**config.mk**
```make
export PLATFORM = sky130hd
export DESIGN_NAME = sdram_write_address_traversal
export DESIGN_NICKNAME = d
export VERILOG_FILES = /design/src/rtl/sdram_addr_pkg.sv /design/src/rtl/sdram_addr_counter.sv /design/src/rtl/sdram_write_address_traversal.sv
export SDC_FILE = /design/constraint.sdc
export NUM_CORES = 1
export LEC_CHECK = 0
export CORE_UTILIZATION = 58
export CTS_CLUSTER_DIAMETER = 150
export CTS_CLUSTER_SIZE = 10
export DETAILED_ROUTE_END_ITERATION = 16
export HOLD_SLACK_MARGIN = 0.03
export PLACE_DENSITY = 0.85
export REMOVE_ABC_BUFFERS = 1
export SETUP_SLACK_MARGIN = 0.2
export SYNTH_ARGS = -nofsm -noshare
export SYNTH_HDL_FRONTEND = slang
export SYNTH_HIERARCHICAL = 1
export SYNTH_SLANG_ARGS = --single-unit
```
**constraint.sdc**
```tcl
create_clock -name CLK -period 4.2 [get_ports CLK]
set_clock_uncertainty 0.15 [all_clocks]
set_input_delay 0.63 -clock CLK [delete_from_list [all_inputs] [get_ports CLK]]
set_output_delay 0.63 -clock CLK [all_outputs]
set_load 0.01 [all_outputs]
```
**src/rtl/sdram_addr_pkg.sv**
```systemverilog
/*------------------------------------------------------------------------------
 * Module   : sdram_addr_pkg
 * Brief    : Shared SDRAM address geometry and traversal FSM encodings.
 * Revision : 1.0
 *----------------------------------------------------------------------------*/
`default_nettype none

package sdram_addr_pkg;

    localparam int BA_W     = 2;
    localparam int ROW_W    = 13;
    localparam int COL_W    = 9;
    localparam int ADDR_W   = 24;
    localparam int NUM_ROWS = 1 << ROW_W;
    localparam int NUM_COLS = 1 << COL_W;

    typedef enum logic [1:0] {
        S_EMPTY = 2'd0,
        S_FILL  = 2'd1,
        S_FULL  = 2'd2
    } trav_state_t;

endpackage

`default_nettype wire

```
**src/rtl/sdram_addr_counter.sv**
```systemverilog
/*------------------------------------------------------------------------------
 * Module   : sdram_addr_counter
 * Brief    : {bank, row, column} pointer stepping one burst per enable.
 * Revision : 1.0
 *----------------------------------------------------------------------------*/
`default_nettype none

module sdram_addr_counter
    import sdram_addr_pkg::*;
#(
    parameter int BURST_LEN = 8
) (
    input  logic             clk,
    input  logic             rst_n,
    input  logic             i_en,
    output logic [BA_W-1:0]  o_ba,
    output logic [ROW_W-1:0] o_row,
    output logic [COL_W-1:0] o_col
);

    localparam logic [COL_W:0]   c_STEP     = (COL_W+1)'(BURST_LEN);
    localparam logic [ROW_W-1:0] c_LAST_ROW = ROW_W'(NUM_ROWS - 1);

    logic [BA_W-1:0]  r_ba;
    logic [ROW_W-1:0] r_row;
    logic [COL_W-1:0] r_col;
    logic [COL_W:0]   w_col_sum;

    // Carry out of the column sum marks the end of the row.
    assign w_col_sum = {1'b0, r_col} + c_STEP;

    always_ff @(posedge clk) begin
        if (!rst_n) begin
            r_ba  <= '0;
            r_row <= '0;
            r_col <= '0;
        end else if (i_en) begin
            if (w_col_sum[COL_W]) begin
                r_col <= '0;
                if (r_row == c_LAST_ROW) begin
                    r_row <= '0;
                    r_ba  <= r_ba + BA_W'(1);
                end else begin
                    r_row <= r_row + ROW_W'(1);
                end
            end else begin
                r_col <= w_col_sum[COL_W-1:0];
            end
        end
    end

    assign o_ba  = r_ba;
    assign o_row = r_row;
    assign o_col = r_col;

endmodule

`default_nettype wire

```
**src/rtl/sdram_write_address_traversal.sv**
```systemverilog
/*------------------------------------------------------------------------------
 * Module   : sdram_write_address_traversal
 * Brief    : Write-side ring-buffer address generator with occupancy flags.
 * Revision : 1.0
 *----------------------------------------------------------------------------*/
`default_nettype none

module sdram_write_address_traversal
    import sdram_addr_pkg::*;
#(
    parameter int BURST_LEN          = 8,
    parameter int ALMOST_FULL_BURSTS = 16
) (
    input  logic             CLK,
    input  logic             RESET_N,
    input  logic             WR_NEXT,
    input  logic             RD_NEXT,
    output logic [BA_W-1:0]  BA_WRITE_OUT,
    output logic [ROW_W-1:0] ROW_WRITE_OUT,
    output logic [COL_W-1:0] COL_WRITE_OUT,
    output logic             WR_ACK,
    output logic             FULL,
    output logic             EMPTY,
    output logic             ALMOST_FULL,
    output logic             OVERFLOW,
    output logic             UNDERFLOW
);

    localparam int CAP_LOG2 = ADDR_W - $clog2(BURST_LEN);
    localparam int CNT_W    = CAP_LOG2 + 1;

    localparam logic [CNT_W-1:0] c_CAPACITY = {1'b1, {CAP_LOG2{1'b0}}};
    localparam logic [CNT_W-1:0] c_ONE      = CNT_W'(1);
    localparam logic [CNT_W-1:0] c_AF_LIMIT = CNT_W'(ALMOST_FULL_BURSTS);

    trav_state_t      r_state, w_state_nxt;
    logic [CNT_W-1:0] r_count, w_count_nxt;
    logic             r_wr_ack, r_almost_full, r_overflow, r_underflow;
    logic             w_wr_acc, w_rd_acc;
    logic [CNT_W-1:0] w_free_nxt;

    always_comb begin
        w_wr_acc    = WR_NEXT & (r_state != S_FULL);
        w_rd_acc    = RD_NEXT & (r_state != S_EMPTY);
        w_count_nxt = r_count;
        w_state_nxt = r_state;

        if (w_wr_acc && !w_rd_acc) begin
            w_count_nxt = r_count + c_ONE;
        end else if (w_rd_acc && !w_wr_acc) begin
            w_count_nxt = r_count - c_ONE;
        end

        case (r_state)
            S_EMPTY: if (w_wr_acc) w_state_nxt = S_FILL;
            S_FILL: begin
                if (w_rd_acc && !w_wr_acc && r_count == c_ONE) begin
                    w_state_nxt = S_EMPTY;
                end else if (w_wr_acc && !w_rd_acc && r_count == c_CAPACITY - c_ONE) begin
                    w_state_nxt = S_FULL;
                end
            end
            S_FULL:  if (w_rd_acc) w_state_nxt = S_FILL;
            default: w_state_nxt = S_EMPTY;
        endcase

        w_free_nxt = c_CAPACITY - w_count_nxt;
    end

    always_ff @(posedge CLK) begin
        if (!RESET_N) begin
            r_state       <= S_EMPTY;
            r_count       <= '0;
            r_wr_ack      <= 1'b0;
            r_almost_full <= 1'b0;
            r_overflow    <= 1'b0;
            r_underflow   <= 1'b0;
        end else begin
            r_state       <= w_state_nxt;
            r_count       <= w_count_nxt;
            r_wr_ack      <= w_wr_acc;
            r_almost_full <= (w_free_nxt <= c_AF_LIMIT);
            // Error flags are sticky until the next reset.
            r_overflow    <= r_overflow  | (WR_NEXT & (r_state == S_FULL));
            r_underflow   <= r_underflow | (RD_NEXT & (r_state == S_EMPTY));
        end
    end

    sdram_addr_counter #(
        .BURST_LEN (BURST_LEN)
    ) u_addr_counter (
        .clk   (CLK),
        .rst_n (RESET_N),
        .i_en  (w_wr_acc),
        .o_ba  (BA_WRITE_OUT),
        .o_row (ROW_WRITE_OUT),
        .o_col (COL_WRITE_OUT)
    );

    assign WR_ACK      = r_wr_ack;
    assign FULL        = (r_state == S_FULL);
    assign EMPTY       = (r_state == S_EMPTY);
    assign ALMOST_FULL = r_almost_full;
    assign OVERFLOW    = r_overflow;
    assign UNDERFLOW   = r_underflow;

endmodule

`default_nettype wire

```
==> notes.org, run 1 <==
#+TITLE: Physical design notes

** Outcome
- The flow ran to the end, and the final reports show no timing, DRC or antenna violations.

** Final layout
- Most frequently placed logic cells in the final layout :: sky130_fd_sc_hd__dfxtp_1 (49), sky130_fd_sc_hd__nor2_1 (33), sky130_fd_sc_hd__clkdlybuf4s50_1 (30)
- Final std cells w/o fill :: 441
- In the final layout, the share of cells above drive strength 1 is 0.09358.
- For this run, the script counts the antenna cells in the layout as 0.
- Per the run report, area growth between synthesis and finish was 14.64%.
- # nets final :: 382
- Counting only logic cells after layout, the most numerous master is sky130_fd_sc_hd__dfxtp_1.

** Synth
- Number of warnings reported in the yosys synthesis log :: 6
- In this run, synthesis produced a sequential element count of 49.
- Netlist area before placement :: 2939 um2
- Total cells reported by yosys after synthesis :: 346
- In this run, synthesis inferred 0 flip-flops with an integrated enable.
- After synthesis, the share of flip-flops with an asynchronous set or reset is 0.
- Share of the yosys chip area belonging to registers :: 0.3338
- Dominant synthesized flop cell :: sky130_fd_sc_hd__dfxtp_1
- Biggest area contributors in the synthesized netlist :: sky130_fd_sc_hd__dfxtp_1 (33%), sky130_fd_sc_hd__nor2_1 (4.2%), sky130_fd_sc_hd__xnor2_1 (4.2%), sky130_fd_sc_hd__xor2_1 (3.9%), sky130_fd_sc_hd__nand3_1 (3.4%)
- Yosys reports a chip area of 2939 um2.
- Number of distinct library cells after synthesis :: 65
- Mean Syn Cell Area :: 8.494 um2
- Per the synthesis report, the dominant area consumer among library cells is sky130_fd_sc_hd__dfxtp_1.
- The cell count after synthesis came out at 346.
- Of the post-synthesis cell area, the dominant cell type holds 0.3338.

** Global routing
- Total grt overflow :: 0
- Largest net degree at the start of global routing :: 18
- The via count of the first global-routing pass is 2373.
- The initial antenna violation count was 0.
- Wire length of the first global-routing pass :: 11280 um

** STA
- In the finished design, the share of the clock period the worst path needs comes to 0.7969.
- Setup Total Neg Slack :: 0 ns
- In the final report, the number of pins over their slew limit comes to 0.
- On the final layout, the worst hold slack is 0.3297 ns.
- Setup violators final :: 0
- Actual transition at the worst max-transition pin :: 0.7084 ns
- Once routing completed, OpenROAD measured the worst setup slack at 0.8531 ns.
- Setup repair after global routing missed its margin :: false
- Timing-limited maximum frequency :: 298.8 MHz
- Subtracting the final worst setup slack from the clock period gives 3.347 ns.
- The final timing report lists a hold violation count of 0.
- Slew Limit Headroom :: 0.5241

** Routing
- Count of antenna-violating nets left after detailed routing :: 0
- The first detailed-routing pass took 5 iterations.
- Per the log, the first TritonRoute iteration ended with a DRC count of 218.
- The script logs the ratio of routed vias to standard cells as 6.168.
- After detailed routing, the number of remaining DRC violations is 0.

** Worst setup path
- The critical path starts at RD_NEXT.
- Worst Setup EP :: ALMOST_FULL$_SDFF_PN0_
- Counting cells, the worst reg-to-reg path comes to 8.
- The worst setup path is captured at a flop.
- The data arrival time reported for the critical path is 3.42 ns.
- The launch point of the worst register-to-register path is recorded as r_state[0]$_SDFFE_PN0P_.
- Critical path startpoint category :: input pin
- Along the worst path, the maximum fanout reaches 15.
- Required time worst endpoint :: 4.28 ns
- The worst register-to-register path ends at ALMOST_FULL$_SDFF_PN0_.
- Type of the worst setup path :: in2reg
- Register-to-register setup slack :: 0.99 ns

** Power and ir drop
- IR drop worst, VDD :: 0.2215 mV
- Total chip power :: 1.032 mW
- Power density over the cells :: 306.4 nW/um2
- The analysis attributes to cell leakage a power of 1.243 nW.

** Job
- Tool warning count :: 27
- The number of maximum-capacitance violations recorded for the run is 0.

** Floorplan
- In the floorplan report the effective utilization is 0.6141.
- Chip Area :: 5356 um2
- Die H :: 73.19 um
- After floorplanning, the core was sized to cover 4786 um2.
- According to the I/O placement log, the pin count is 34.
- Per the OpenROAD floorplan log, the width of the die is 73.19 um.

** CTS
- Maximum clock insertion buffer count :: 2
- Root buffer cell :: sky130_fd_sc_hd__clkbuf_8
- TritonCTS built the clock tree.
- The post-CTS hold buffer count recorded in the log is 0.
- For reference, the clock transition at the flip-flops on the worst setup and hold paths is 0.09 ns.
- Buffers added to address setup during post-CTS repair amount to 0.
- The report lists the number of cells resized after CTS as 0.
- H-tree Lvls :: 2

** Placement
- For this run the detailed placement stage logged an HPWL of 4890 um.
- DP Cell Count :: 433
- The buffer_ports step reported a buffer count of 30.
- Pre-CTS setup slack :: 0.6258 ns
- Weighted congestion reported at the end of routability-driven placement :: 0.9163

** Worst hold path
- The type recorded for the worst min-delay path is reg2reg.
## run 1: cells by family (layout without fill, tap and decap cells)
group,Yosys count,count (layout),share of synthesized area
AOI/OAI and AO/OA,55,55,0.1256
xor gates and xnor gates,27,27,0.08046
adders and majority gates,5,5,0.02129
buffers and inverters,24,50,0.03874
DFF,49,49,0.3338
muxes,7,7,0.02597
other,1,3,0.001276
and+or+nand+nor,178,178,0.3729
## run 1: worst max-delay path, cell delays in order
cell                              delay [ns]
sky130_fd_sc_hd__clkdlybuf4s50_1        0.47
sky130_fd_sc_hd__buf_4                  0.19
sky130_fd_sc_hd__nand3b_1               0.13
sky130_fd_sc_hd__nor4_1                 0.39
sky130_fd_sc_hd__o21ai_0                0.20
sky130_fd_sc_hd__a222oi_1               0.41
sky130_fd_sc_hd__nand4_1                0.20
sky130_fd_sc_hd__nor4_2                 0.39
sky130_fd_sc_hd__nand4_1                0.18
sky130_fd_sc_hd__a211oi_2               0.23
## run 1: sequential cells by signal (all words and copies together), names as in the netlist
name                  flops
ALMOST_FULL               1
OVERFLOW                  1
UNDERFLOW                 1
WR_ACK                    1
r_count                  22
r_state                   2
u_addr_counter/o_ba       2
u_addr_counter/o_col      6
u_addr_counter/o_row     13
## run 1: cell type report
type / count / area (um2)
sequential: 49 / 980.9
tap: 67 / 83.83
inverter: 9 / 33.78
fill: 388 / 1416
clock buffer: 6 / 82.58
timing repair buffer: 33 / 322.8
multi-input combinational: 275 / 1852
clock inverter: 2 / 13.76
## run 1: per-layer routing
metal	vias up	part of all wire	track usage
li1	1322	-	-
met1	1289	0.48	0.3906
met2	90	0.45	0.4074
met3	19	0.053	0.04420
met4	0	0.019	0.09804
met5	-	0	0
## run 1: through the flow
stage | instance area (um2) | utilization
final | 3369 | 0.7041
after global routing | 3369 | 0.7041
after CTS | 3369 | 0.7041
after detailed placement | 3273 | 0.6839
after global placement | 3273 | 0.6839
after floorplan | 2867 | -
## run 1: report_power, final
part | internal [mW] | switching, mW
clock network | 0.134 | 0.157
logic | 0.0973 | 0.123
registers | 0.486 | 0.0358
## run 1: cells in the mapped netlist, drive strengths merged (8+ instances only)
library cell and number:
or3 10, a21oi 14, xnor2 14, nand2 20
dfxtp 49, nor2 34, buf 8, xor2 13
nand3 20, inv 8, nand4 16, and2 15
o21ai 13, nor3 11, nor4 14
## run 1: worst min-delay path by stage
stage / slack (ns) / depth (start not counted) / end / startpoint
2_1_floorplan: 0.35 / 2 / u_addr_counter/o_ba[1]$_SDFFE_PN0P_ / u_addr_counter/o_ba[1]$_SDFFE_PN0P_
3_3_place_gp: 0.30 / 2 / UNDERFLOW$_SDFF_PN0_ / UNDERFLOW$_SDFF_PN0_
3_5_place_dp: 0.32 / 2 / OVERFLOW$_SDFF_PN0_ / OVERFLOW$_SDFF_PN0_
4_1_cts: 0.34 / 2 / OVERFLOW$_SDFF_PN0_ / OVERFLOW$_SDFF_PN0_
5_1_grt: 0.36 / 2 / UNDERFLOW$_SDFF_PN0_ / UNDERFLOW$_SDFF_PN0_
6_report: 0.33 / 2 / UNDERFLOW$_SDFF_PN0_ / UNDERFLOW$_SDFF_PN0_
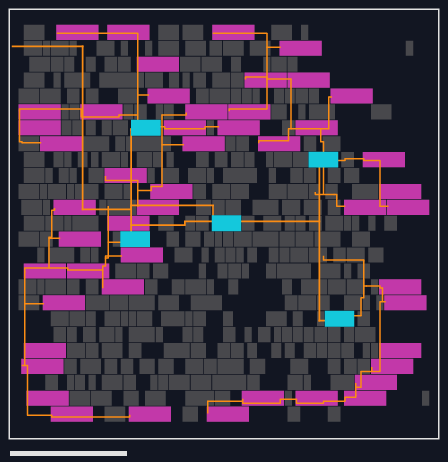
run_1/clock_map.png
The bar under the picture is 20 um long.
Key: orange = clock wires [length 548 um]; cyan = cells driving clock nets [count 5]; magenta = flip-flops [count 49]
There are 6 routed clock nets.
portion of total power attributed to the clock network: 0.281
clock latency reported for the late side of the worst-skew pair: 0.30 ns
Clock Power: 0.290 mW

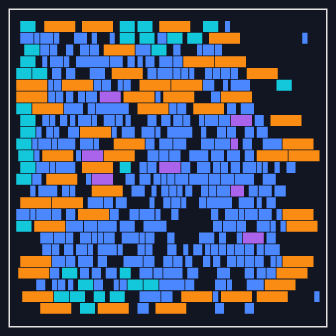
run_1/cell_classes.png
Key: purple = clock drivers and dummy loads [cells 8, share of their area 2.9%]; orange = flip-flops [cells 49, share of their area 30%]; cyan = other buffers and delay cells [cells 33, share of their area 9.8%]; blue = all other logic [cells 284, share of their area 57%]
final core utilization: 0.7041
number of core rows: 25

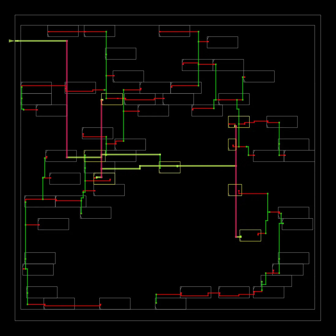
run_1/final_clocks.png
number of CTS-inserted buffers: 5
number of sinks on the clock net: 49
flip-flops: 49
clock buffer count: 6

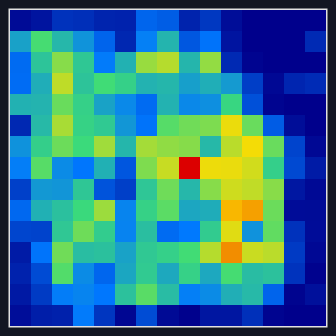
run_1/wire_density.png
15 x 15 tiles, from dark blue (low) to red (high), scaled to the fullest tile. Values are wire area over tile area, all layers added.
23% of the tiles are over half the peak. The emptiest ninth of the die: top right. The mean over all tiles is 0.20. 12% of the tiles are nearly empty. The fullest tile reaches 0.65. The densest ninth of the die: middle.
global-route total usage across every layer: 0.2714
final routed wire length divided by cell count: 15.50 um
total via count after detailed routing: 2720
Final Routed Wirelength: 6835 um

run_1/met4.png
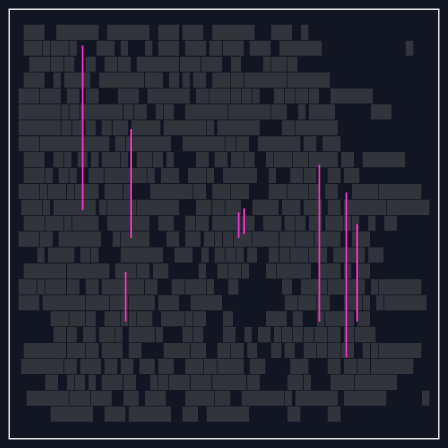

## Run 2: what changed since run 1
--- a/config.mk
+++ b/config.mk
@@ -5,12 +5,12 @@
 export SDC_FILE = /design/constraint.sdc
 export NUM_CORES = 1
 export LEC_CHECK = 0
-export CORE_UTILIZATION = 58
+export CORE_UTILIZATION = 51
 export CTS_CLUSTER_DIAMETER = 150
 export CTS_CLUSTER_SIZE = 10
 export DETAILED_ROUTE_END_ITERATION = 16
 export HOLD_SLACK_MARGIN = 0.03
-export PLACE_DENSITY = 0.85
+export PLACE_DENSITY = 0.8
 export REMOVE_ABC_BUFFERS = 1
 export SETUP_SLACK_MARGIN = 0.2
 export SYNTH_ARGS = -nofsm -noshare
==> constraint.sdc (replaced) <==
create_clock -name CLK -period 2.9 [get_ports CLK]
set_clock_uncertainty 0.15 [all_clocks]
set_input_delay 0.435 -clock CLK [delete_from_list [all_inputs] [get_ports CLK]]
set_output_delay 0.435 -clock CLK [all_outputs]
set_load 0.01 [all_outputs]
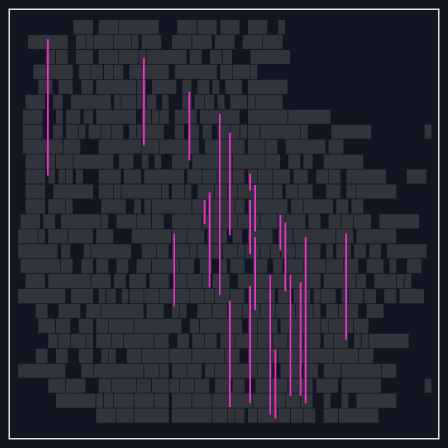
run_2/met4.png
22 nets have wire on it. The layer carries 358 um of wire. The wires run mostly vertical. The layer holds 4.0% of the routed length. The longest straight run is 32.6 um.
total via count after detailed routing: 3148
Final Routed Wirelength: 8852 um

==> notes.org, run 2 <==
#+TITLE: Physical design notes

** Synth
- Synthesis area per yosys :: 2939 um2 (unchanged)
- The proportion of synthesized flip-flops having asynchronous set or reset is 0 (unchanged).
- Netlist area before placement :: 2939 um2 (unchanged)
- The post-synthesis cell type count is 65 (unchanged).
- The synthesis-stage register bit count is 49 (unchanged).
- The cell count in the Yosys report is 346 (unchanged).

** STA
- The hold violation count in the final report was 0 (unchanged).
- Post-route worst setup slack :: -0.1639 ns (was 0.8531 ns)
- Of the available clock period, the critical path in the final layout requires 1.057.
- The count of pins over their slew limit was 0 (unchanged).
- The tightest slew margin relative to the limit came to 0.5876 (was 0.5241).
- The final tally of setup violations came to 1 (was 0).
- Setup repair after global routing missed its margin: true (was false).
- Tightest hold margin :: 0.3288 ns (was 0.3297 ns)

** Routing
- The number of detailed-route iterations in the first pass was 5 (unchanged).
- The number of remaining DRC errors is 0 (unchanged).
- The routed length per placed instance came to 17.60 um (was 15.50 um).
- The via density per instance was 6.258 (was 6.168).
- Initial DRC Count :: 385 (was 218)
- The number of nets with antenna violations after routing came to 0 (unchanged).

** Floorplan
- The number of primary I/O pins came to 34 (unchanged).
- Number of core rows :: 27 (was 25)
- The die span in y was 77.92 um (was 73.19 um).
- The die span in x came to 77.92 um (was 73.19 um).
- Chip Area :: 6071 um2 (was 5356 um2)
- The core footprint is 5540 um2 (was 4786 um2).
- The floorplan utilization is 0.5305 (was 0.6141).

** Worst setup path
- Critical path cell sequence: and2_4 > buf_4 > nor3_4 > buf_4 > buf_4 > or3_1 > a211oi_2 > nand4_1 > nor4_4 > nand4_1 > a211oi_2 (was clkdlybuf4s50_1 > buf_4 > nand3b_1 > nor4_1 > o21ai_0 > a222oi_1 > nand4_1 > nor4_2 > nand4_1 > a211oi_2).
- The kind of critical path was reg2reg (was in2reg).
- The largest fanout on the critical path is 9 (was 15).
- The required time reported for the critical path endpoint was 2.97 ns (was 4.28 ns).
- Arr. time, crit path :: 3.13 ns (was 3.42 ns)

** Placement
- The worst slack at placement is -0.3813 ns (was 0.6258 ns).
- The number of placed instances, taps included was 473 (was 433).
- Weighted congestion reported at the end of routability-driven placement :: 0.9353 (was 0.9163)
- Number of buffers inserted by port buffering :: 30 (unchanged)

** Global routing
- Wire length of the first global-routing pass :: 12850 um (was 11280 um)
- The maximum number of pins on one net before global-route repair was 18 (unchanged).
- Number of global-route vias before repair :: 2825 (was 2373)
- The initial antenna violation count is 0 (unchanged).
- Total grt overflow :: 0 (unchanged)
- Global-route total usage across every layer :: 0.2664 (was 0.2714)

** Outcome
- Run status :: finished with violations (was finished, final reports clean)
- The final reports fail on setup timing.

** CTS
- The number of buffers inserted by hold repair at cts is 0 (unchanged).
- Number of CTS-inserted buffers :: 5 (unchanged)
- H-tree Lvls :: 2 (unchanged)
- Root buffer cell :: sky130_fd_sc_hd__clkbuf_8 (unchanged)
- The register clock-pin slew on the reported worst setup and hold paths is 0.09 ns (about the same).
- Number of sinks on the clock net :: 49 (unchanged)
- Maximum clock insertion buffer count :: 2 (unchanged)

** Power and ir drop
- Static Leak :: 1.545 nW (was 1.243 nW)
- The power density over the cells came to 432.9 nW/um2 (was 306.4 nW/um2).

** Final layout
- Final std cells w/o fill :: 503 (was 441)
- Most frequently placed logic cells in the final layout :: sky130_fd_sc_hd__buf_4 (56), sky130_fd_sc_hd__dfxtp_1 (43), sky130_fd_sc_hd__nor2_1 (33) (was sky130_fd_sc_hd__dfxtp_1 (49), sky130_fd_sc_hd__nor2_1 (33), sky130_fd_sc_hd__clkdlybuf4s50_1 (30))
- # nets final :: 439 (was 382)
- The antenna diode count came to 0 (unchanged).
- Layout cells sized above 1 :: 0.2761 (was 0.09358)
- The most common cell after layout, fill and taps aside is sky130_fd_sc_hd__buf_4 (was sky130_fd_sc_hd__dfxtp_1).
- Area grow syn2layout :: 35.85% (was 14.64%)

** Job
- The number of maximum-capacitance constraint violations came to 0 (unchanged).
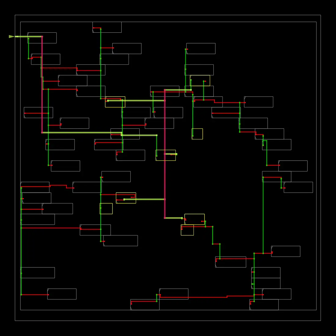
run_2/final_clocks.png
Clock Power: 0.435 mW
clock latency reported for the late side of the worst-skew pair: 0.31 ns
clock buffer count: 5

-- run 2: cell counts after synthesis --
Identical to the previous run, type by type.
-- run 2: area by class of cell --
type | count | area [um2] | area share
inverters | 9 | 36.28 | 0.009088
clock buffers | 5 | 68.82 | 0.01724
multi-input cells | 275 | 2009 | 0.5033
well taps | 72 | 90.09 | 0.02256
flip-flops and latches | 49 | 996.0 | 0.2495
clock inverters | 3 | 25.02 | 0.006268
repair buffers | 90 | 767.0 | 0.1921
-- run 2: metrics by stage --
stage | instance area (um2) | setup TNS (ns) | total power, mW
2_1_floorplan | 2867 | 0 | 0.9928
3_3_place_gp | 3542 | -0.2556 | 1.132
6_report | 3993 | -0.1639 | 1.729
4_1_cts | 3839 | 0 | 1.643
5_1_grt | 3993 | -0.2563 | 1.793
3_5_place_dp | 3542 | -0.4653 | 1.139
-- run 2: timing repair --
action,in CTS,in global routing
endpoints found under the setup margin,1,2
pin swaps,13,14
setup buffers,14,8
cloned,0,0
resized,23,24
-- run 2: critical path: cells and delay by family (launching register included) --
family	cells	cell delay, ns
and+or+nand+nor	6	1.34
AOI/OAI and AO/OA	2	0.57
DFF	1	0.49
buffers and inverters	3	0.43
-- run 2: final timing paths --
kind              slack, ns                      to  depth (start not counted)                     from
setup / recovery      -0.16  ALMOST_FULL$_SDFF_PN0_                         11  r_state[0]$_SDFFE_PN0P_
hold / removal         0.33     OVERFLOW$_SDFF_PN0_                          2      OVERFLOW$_SDFF_PN0_
setup reg to reg      -0.16  ALMOST_FULL$_SDFF_PN0_                         11  r_state[0]$_SDFFE_PN0P_
hold reg to reg        0.33     OVERFLOW$_SDFF_PN0_                          2      OVERFLOW$_SDFF_PN0_
-- run 2: cell families after synthesis --
family,synth area share
buffers and inverters,0.03874
AOI/OAI and AO/OA,0.1256
and+or+nand+nor,0.3729
other,0.001276
DFF,0.3338
xor gates and xnor gates,0.08046
muxes,0.02597
adders and majority gates,0.02129
-- run 2: where the power goes --
| part | switching, mW | total [mW] | internal [mW] |
|---|---|---|---|
| Sequential | 0.0519 | 0.757 | 0.705 |
| Combinational | 0.269 | 0.537 | 0.268 |
| Clock | 0.258 | 0.435 | 0.176 |
-- run 2: layer usage --
layer	part of all wire	vias up	routed length, um	GRT usage
met5	0	-	0	0
met4	0.040	0	357	0.1130
met3	0.077	47	679	0.05765
met2	0.47	187	4158	0.4416
met1	0.41	1476	3657	0.3331
li1	-	1438	-	-
run_2/cell_classes.png
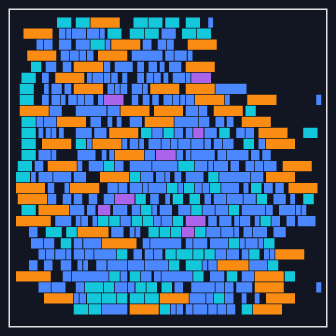

## Run 3: what changed since run 2
--- a/config.mk
+++ b/config.mk
@@ -9,6 +9,7 @@
 export CTS_CLUSTER_DIAMETER = 150
 export CTS_CLUSTER_SIZE = 10
 export DETAILED_ROUTE_END_ITERATION = 16
+export GPL_TIMING_DRIVEN = 0
 export HOLD_SLACK_MARGIN = 0.03
 export PLACE_DENSITY = 0.8
 export REMOVE_ABC_BUFFERS = 1
==> constraint.sdc (replaced) <==
create_clock -name CLK -period 2.9 [get_ports CLK]
set_clock_uncertainty 0.15 [all_clocks]
set_input_delay 0.58 -clock CLK [delete_from_list [all_inputs] [get_ports CLK]]
set_output_delay 0.58 -clock CLK [all_outputs]
set_load 0.01 [all_outputs]
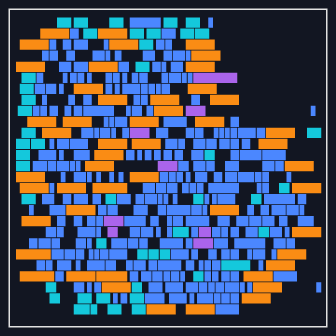
run_3/cell_classes.png
Key: cyan = other buffers and delay cells [cells 46, share of their area 12%]; blue = all other logic [cells 284, share of their area 56%]; orange = flip-flops [cells 49, share of their area 28%]; purple = clock drivers and dummy loads [cells 8, share of their area 3.3%]
post-route cell area: 3627 um2
number of core rows: 27
Std-Cell Core Area: 5540 um2
final core utilization: 0.6547
sequential fraction of total cell area: 0.2739

==> notes.org, run 3 <==
#+TITLE: Physical design notes

** Outcome
- Run status :: finished with violations (unchanged)
- Violated checks: setup timing (unchanged).

** Worst hold path
- The launch instance of the worst min-delay path is UNDERFLOW$_SDFF_PN0_ (was OVERFLOW$_SDFF_PN0_).
- The cell depth of the worst min-delay path came to 2 (unchanged).
- Worst Hold End :: UNDERFLOW$_SDFF_PN0_ (was OVERFLOW$_SDFF_PN0_)
- The classification of the worst-slack hold path was reg2reg (unchanged).

** Global routing
- The maximum number of pins on one net before global-route repair was 25 (was 18).
- The overall track demand over capacity in global routing was 0.2367 (was 0.2664).
- The final global-route overflow total came to 0 (unchanged).
- The initial antenna violation count is 0 (unchanged).
- Wire length of the first global-routing pass :: 11510 um (was 12850 um)
- The via count of the first global-routing pass is 2436 (was 2825).

** STA
- Slew Limit Headroom :: 0.4208 (was 0.5876)
- Timing-limited maximum frequency :: 337.3 MHz (was 326.4 MHz)
- The final setup slack of the worst path was -0.06438 ns (was -0.1639 ns).
- Final-report hold violation count :: 0 (unchanged)
- Setup Total Neg Slack :: -0.06438 ns (was -0.1639 ns)
- Setup repair after global routing missed its margin: true (unchanged).
- Pins over their slew limit :: 0 (unchanged)
- The time the worst path needs with I/O delays and setup came to 2.964 ns (was 3.064 ns).
- Tightest hold margin :: 0.3282 ns (was 0.3288 ns)
- Actual transition at the worst max-transition pin :: 0.8661 ns (was 0.6122 ns)
- The final tally of setup violations came to 1 (unchanged).
- Cycle use final :: 1.022 (was 1.057)

** Floorplan
- The die span in y is 77.92 um (unchanged).
- The die span in x came to 77.92 um (unchanged).
- The number of primary I/O pins came to 34 (unchanged).
- Chip Area :: 6071 um2 (unchanged)
- FP Core Util :: 0.5305 (unchanged)

** Worst setup path
- The beginning of the worst register-to-register path was r_count[0]$_SDFF_PN0_ (was r_state[0]$_SDFFE_PN0P_).
- Critical path cell sequence :: buf_4 > ha_1 > nand3_2 > nor3_2 > a22oi_1 > xnor2_1 > or3_4 > nor4_4 > o2111ai_2 > a211oi_2 (was and2_4 > buf_4 > nor3_4 > buf_4 > buf_4 > or3_1 > a211oi_2 > nand4_1 > nor4_4 > nand4_1 > a211oi_2)
- The count of buffer and inverter cells on the critical path was 1 (was 3).
- The end of the worst register-to-register path was ALMOST_FULL$_SDFF_PN0_ (unchanged).
- Required time worst endpoint :: 2.98 ns (was 2.97 ns)
- The worst-path cell with the longest stage delay was sky130_fd_sc_hd__or3_4 (was sky130_fd_sc_hd__dfxtp_2).
- The largest fanout on the critical path came to 5 (was 9).
- Biggest cell delay along the critical path :: 0.43 ns (was 0.49 ns)
- Cell depth of the worst flop-to-flop path :: 10 (was 11)
- The arrival time reported for the critical path endpoint came to 3.04 ns (was 3.13 ns).
- Largest delay contributor family on the critical path :: simple AND/OR/NAND/NOR gates (unchanged)
- The worst setup slack for register-to-register paths is -0.06 ns (was -0.16 ns).
- The kind of critical path is reg2reg (unchanged).
- Critical path capture point type :: flop (unchanged)
- The critical path startpoint category is a flop (unchanged).

** CTS
- Maximum clock insertion buffer count :: 2 (unchanged)
- The master cell of the clock root buffer is sky130_fd_sc_hd__clkbuf_8 (unchanged).
- The number of buffers created by CTS came to 5 (unchanged).
- Number of sinks on the clock net :: 49 (unchanged)
- The register clock-pin slew on the reported worst setup and hold paths came to 0.09 ns (about the same).
- The CTS tree was done (unchanged).
- The clock latency on the worst-skew pair is 0.31 ns (about the same).
- H-tree Lvls :: 2 (unchanged)

** Final layout
- Layout cells sized above 1 :: 0.1705 (was 0.2761)
- Most frequent logic cell in the layout :: sky130_fd_sc_hd__dfxtp_1 (was sky130_fd_sc_hd__buf_4)
- # nets final :: 395 (was 439)
- Area grow syn2layout :: 23.41% (was 35.85%)
- The sequential cell area in the final layout is 993.5 um2 (was 996.0 um2).
- Largest register by flop count :: r_count (unchanged)
- Multi-input logic area :: 1962 um2 (was 2009 um2)
- The number of fill cells came to 452 (was 417).
- The flip-flop count of the largest register after layout is 22 (unchanged).
- The antenna diode count was 0 (unchanged).
- The non-filler instance count after layout is 459 (was 503).
- Most frequently placed logic cells in the final layout :: sky130_fd_sc_hd__dfxtp_1 (45), sky130_fd_sc_hd__nor2_1 (33), sky130_fd_sc_hd__clkdlybuf4s50_1 (28) (was sky130_fd_sc_hd__buf_4 (56), sky130_fd_sc_hd__dfxtp_1 (43), sky130_fd_sc_hd__nor2_1 (33))

** Synth
- The synthesis-stage register bit count came to 49 (unchanged).
- Biggest area contributors in the synthesized netlist: sky130_fd_sc_hd__dfxtp_1 (33%), sky130_fd_sc_hd__nor2_1 (4.2%), sky130_fd_sc_hd__xnor2_1 (4.2%), sky130_fd_sc_hd__xor2_1 (3.9%), sky130_fd_sc_hd__nand3_1 (3.4%) (unchanged).
- The fraction of the yosys area taken by sequential cells is 0.3338 (unchanged).
- The flip-flop cell with the highest count after synthesis is sky130_fd_sc_hd__dfxtp_1 (unchanged).
- The post-synthesis cell type count is 65 (unchanged).
- Number of cells produced by synthesis :: 346 (unchanged)
- Synthesis area per yosys :: 2939 um2 (unchanged)
- The proportion of synthesized flip-flops having asynchronous set or reset is 0 (unchanged).
- The tally of yosys warning messages came to 6 (unchanged).
- The cell type with the highest aggregate area in the netlist was sky130_fd_sc_hd__dfxtp_1 (unchanged).
- Cell with the most instances after synthesis :: sky130_fd_sc_hd__dfxtp_1 (unchanged)
- The top cell type's share of synthesized area was 0.3338 (unchanged).
- The cell area after synthesis is 2939 um2 (unchanged).
- Count of flip-flops with a built-in enable after synthesis :: 0 (unchanged)
- Total cells reported by yosys after synthesis :: 346 (unchanged)
- Mean Syn Cell Area :: 8.494 um2 (unchanged)
- Most instantiated cells after synthesis :: sky130_fd_sc_hd__dfxtp_1 (49), sky130_fd_sc_hd__nor2_1 (33), sky130_fd_sc_hd__nand2_1 (20), sky130_fd_sc_hd__nand3_1 (20) (unchanged)

** Power and ir drop
- IR drop worst, VDD :: 0.2418 mV (was 0.2962 mV)
- Power density over the cells :: 458.2 nW/um2 (was 432.9 nW/um2)
- The standby leakage power was 1.366 nW (was 1.545 nW).

** Routing
- Initial DRC Count :: 258 (was 385)
- DRC viols :: 0 (unchanged)
- The number of nets with antenna violations after routing was 0 (unchanged).
- Vias per cell :: 6.107 (was 6.258)
- Final routed wire length divided by cell count :: 15.81 um (was 17.60 um)
- The number of detailed-route iterations in the first pass was 5 (unchanged).

** Placement
- The worst slack at placement is -1.048 ns (was -0.3813 ns).
- Weighted congestion reported at the end of routability-driven placement :: 0.9165 (was 0.9353)
- The number of placed instances, taps included came to 435 (was 473).
- The tally of buffers added on design ports was 30 (unchanged).
- The estimated wirelength of the detail-placed design was 4700 um (was 5180 um).

** Job
- Number of max-cap violations :: 0 (unchanged)
- Tool warning count :: 29 (unchanged)
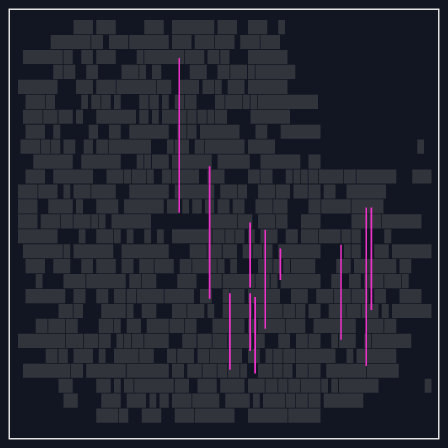
run_3/met4.png
The wires run mostly vertical. The longest straight run is 28.6 um. 10 nets have wire on it. The layer carries 188 um of wire.
total via count after detailed routing: 2803
Final Routed Wirelength: 7259 um

## run 3: cell counts after synthesis
Identical to the previous run, type by type.
## run 3: through the flow
stage	util	power, mW	cell area (um2)
final	0.6547	1.662	3627
after global routing	0.6547	1.738	3627
after CTS	0.6369	1.638	3528
after detailed placement	0.5879	1.081	3257
after global placement	0.5879	1.072	3257
after floorplan	-	0.9928	2867
## run 3: final cells by class
class	count	area share
clock buffer	5	0.01897
clock inverter	3	0.01276
inverter	9	0.009314
multi-input combinational	275	0.5409
sequential	49	0.2739
tap	72	0.02484
timing repair buffer	46	0.1194
## run 3: power by group
group | internal (mW) | total, mW | switching, mW
clock | 0.258 | 0.506 | 0.247
sequential | 0.705 | 0.757 | 0.0517
combinational | 0.186 | 0.399 | 0.214
## run 3: how the worst max path moves through the flow
stage,from,end,slack [ns],cells after the start
after floorplan,RD_NEXT,ALMOST_FULL$_SDFF_PN0_,0.21,8
after detailed placement,RD_NEXT,ALMOST_FULL$_SDFF_PN0_,-1.05,9
final,r_count[0]$_SDFF_PN0_,ALMOST_FULL$_SDFF_PN0_,-0.06,10
after global placement,WR_NEXT,ALMOST_FULL$_SDFF_PN0_,-0.97,9
after global routing,r_count[1]$_SDFF_PN0_,ALMOST_FULL$_SDFF_PN0_,-0.17,10
after CTS,r_count[1]$_SDFF_PN0_,ALMOST_FULL$_SDFF_PN0_,-0.002,8
## run 3: per-layer routing
layer / wire, um / vias up / GRT usage
li1: - / 1356 / -
met1: 3243 / 1307 / 0.3100
met2: 3349 / 117 / 0.3858
met3: 478 / 23 / 0.04588
met4: 187 / 0 / 0.08519
met5: 0 / - / 0
## run 3: kinds of logic after synthesis
family / after synthesis / synth area share
fa+ha+maj: 5 / 0.02129
mux: 7 / 0.02597
other cells: 1 / 0.001276
flops: 49 / 0.3338
compound gates: 55 / 0.1256
buf+inv: 24 / 0.03874
simple gates: 178 / 0.3729
xor+xnor: 27 / 0.08046
## run 3: timing repair
action | 4_1_cts | 5_1_grt
endpoints found under the setup margin | 19 | 1
hold buffers | 0 | 0
resized | 28 | 11
setup buffers | 11 | 5
pin swaps | 11 | 10
## run 3: worst min-delay path: cells and delay by family, from the launching register on
kind | cells | cell delay (ns)
and+or+nand+nor | 1 | 0.07
AOI/OAI and AO/OA | 1 | 0.04
DFF | 1 | 0.34
Power is estimated from default activity; no workload was simulated.
